Met1 routing:
Bar = 20 um. Supply wires on this layer in gray.
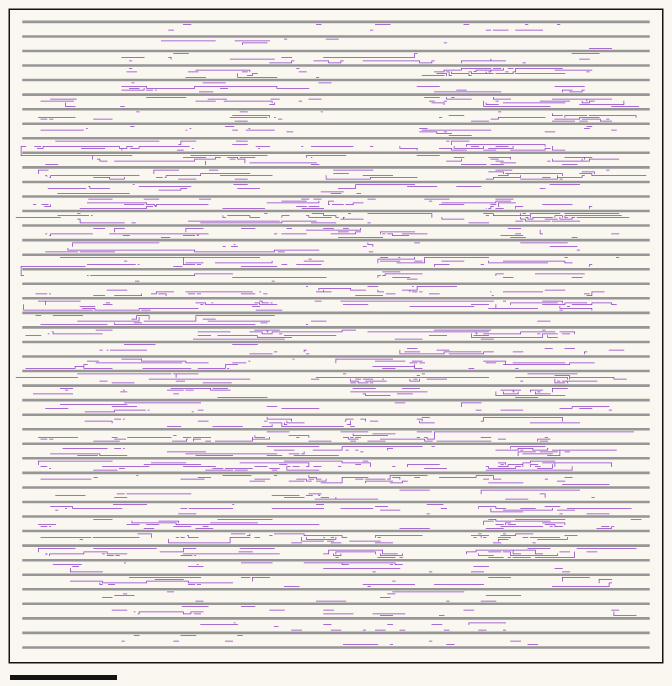
Met2 routing:
Cells faint in the background.
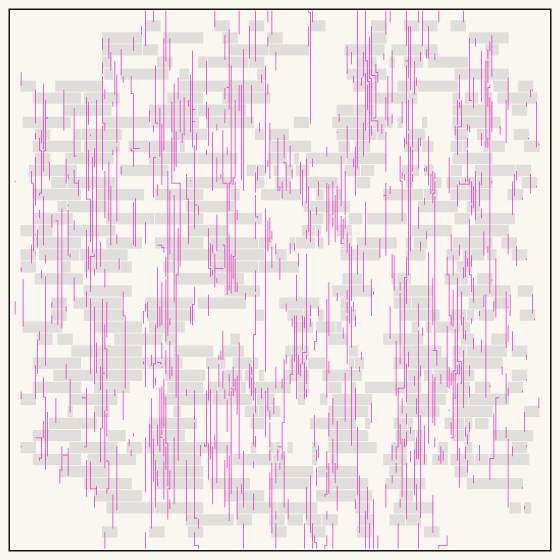
M3 wires:
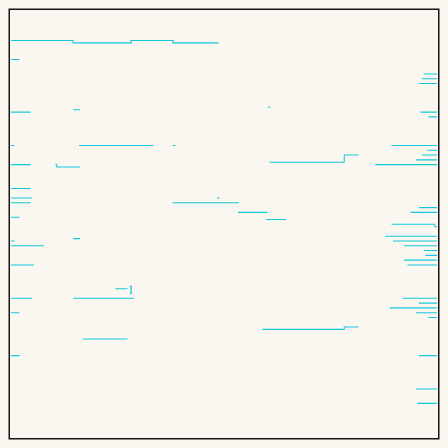
Met4 routing:
Bar = 20 um. Supply wires on this layer in gray.
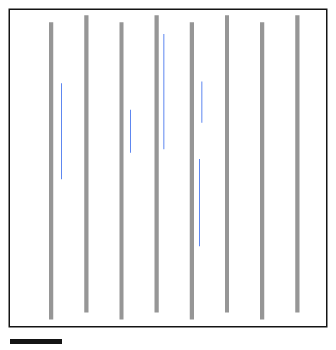
Routing congestion:
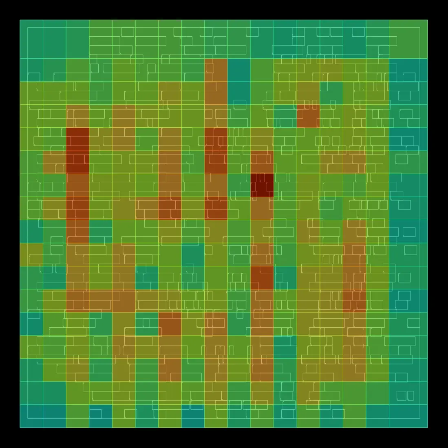
==> config.mk <==
export PLATFORM = sky130hd
export DESIGN_NAME = switch_port_p
export DESIGN_NICKNAME = d
export VERILOG_FILES = /design/src/rtl/switch_port_p.sv
export SDC_FILE = /design/constraint.sdc
export NUM_CORES = 1
export LEC_CHECK = 0
export CAP_MARGIN = 20
export CORE_MARGIN = 2
export CORE_UTILIZATION = 39
export DETAILED_ROUTE_END_ITERATION = 7
export PLACE_DENSITY_LB_ADDON = 0.05
export SYNTH_ARGS = -nofsm -noshare
export SYNTH_HDL_FRONTEND = slang
export SYNTH_SLANG_ARGS = --single-unit
==> constraint.sdc <==
create_clock -name clk -period 4.7 [get_ports clk]
set_input_delay 1.41 -clock clk [delete_from_list [all_inputs] [get_ports clk]]
set_output_delay 1.41 -clock clk [all_outputs]
set_load 0.005 [all_outputs]
==> flow_summary.json <==
{
  "p_int_w": 0.00272,
  "edf_count": 64,
  "path_buffers": 2,
  "worstSkewPairLatency_ns": 0.41,
  "ctsRootBufferMaster": "clkbuf_16",
  "warnings": 32,
  "clock_buffers": 20,
  "coreArea_um2": 13700,
  "worst_slew_pin_slew_ns": 0.922,
  "die_w_um": 122,
  "final_area_um2": 6970,
  "grt_pass1_vias": 3192,
  "ys_cells": 354,
  "initCoreUtil": 0.395,
  "seq_cells": 130,
  "synth-xor-area-share": 0.0598,
  "grt_max_degree": 67,
  "cts.sink_count": 130,
  "lay_top_cells": "77 x clkdlybuf4s50_1, 66 x dfrtp_1, 64 x edfxtp_1",
  "logic_area_um2": 1730,
  "worstPathArrival_ns": 4.09,
  "met2_length_mm": 4.89,
  "p_clk_frac": 0.309,
  "outcome": "complete, no violations",
  "crit_type": "flop to flop",
  "die-area_um2": 14900,
  "antenna_found_initial": 0,
  "cpPeakStageDelay_ns": 0.70,
  "ys_types": 41,
  "crit_cells": 13,
  "cts_tree": "built",
  "yosys_area_um2": 5420,
  "critPathCaptureType": "flop",
  "pwr_density_cell_nw_per_um2": 567,
  "critPathSlowestCell": "dfrtp_1",
  "ys_seq_share": 0.659,
  "ys_seq_elements": 130,
  "wl_met3_um": 470,
  "drtIter0Drc": 124,
  "nets": 483,
  "crit_family": "flip-flops",
  "place_inst": 608,
  "finalCritPeriodShare": 0.808,
  "cts.clk_slew.worst_paths_ns": 0.05,
  "max_cap_violations": 0,
  "viasPerCell": 4.84,
  "post-place-ws_ns": 0.863,
  "firstDrtPassIters": 4,
  "n_fill_cell": 1201,
  "total_power_w": 0.00395,
  "path_cells": "mux4_2, ha_1, nor4_1, o311ai_4, o21ai_4, buf_4, nand2_1, ha_1, inv_1, fa_1, xor2_1, nor2_1, xor2_1",
  "holdWs_ns": 0.483,
  "final_common_cell": "clkdlybuf4s50_1",
  "ctsHoldBuffers": 0,
  "postSynthNetCount": 390,
  "numCtsBuffers": 17,
  "syn_avg_cell_area_um2": 15.3,
  "gp_congestion": 0.742,
  "synth-main-ff-cell": "dfrtp_1",
  "finalSetupTns_ns": 0,
  "worst_setup_path_start_kind": "flop",
  "ys_sh_mux": 0.0799,
  "setup-violations-final": 0,
  "grt_pass1_wl_mm": 16.8,
  "power_clock_w": 0.00122,
  "netlist_instances": 354,
  "drive_gt1_frac": 0.157,
  "taps": 180,
  "top_power_group": "registers",
  "io_pins": 79,
  "clk_path_buf_depth": 2,
  "fin_ws_ns": 0.903,
  "nNonClkBuffers": 84,
  "drt-met1-wl_mm": 4.59,
  "reg2reg_slack_ns": 0.90
}
About 'met1 routing':
nets with wire on the layer: 413
share of all routed wire: 45%
wire length on this layer: 4590 um
Via Count: 3098
drt total wl: 10.1 mm
met1 usage: 0.198

About 'met2 routing':
wire length on this layer: 4890 um
share of all routed wire: 48%
met2 Use GR: 0.236

About 'M3 wires':
main direction: horizontal
nets with wire on the layer: 47
share of all routed wire: 4.7%
longest straight run: 23.2 um
wire length on this layer: 471 um
met3 usage: 0.0454

About 'met4 routing':
wire length on this layer: 146 um
nets with wire on the layer: 2

About 'routing congestion':
utilization after layout: 0.508
Tot GR Track Use: 0.152
most used routing layer: met2
drt wl/cell: 15.8 um

## synth_stat cells (2+ instances only)
cell      instances  area, um2
nor2_1           21       78.8
nor3_2            7       70.1
mux2_2            3       33.8
xnor2_1          13        114
mux4_2           15        338
clkbuf_1          4       15.0
buf_2             3       15.0
a21oi_1           4       20.0
o31ai_1           3       22.5
and3_1           10       62.6
nand2b_1          2       12.5
nor4_2            3       37.5
nand4_1           9       56.3
xor2_1           24        210
buf_6             2       22.5
nor3_1            3       15.0
edfxtp_1         64       1920
and2_1           13       81.3
inv_1            16       60.1
ha_1             15        188
o21ai_0           2       10.0
nor4b_2           3       45.0
mux2i_1           5       50.1
nand2_1          14       52.6
nand3_1          15       75.1
dfrtp_1          66       1650
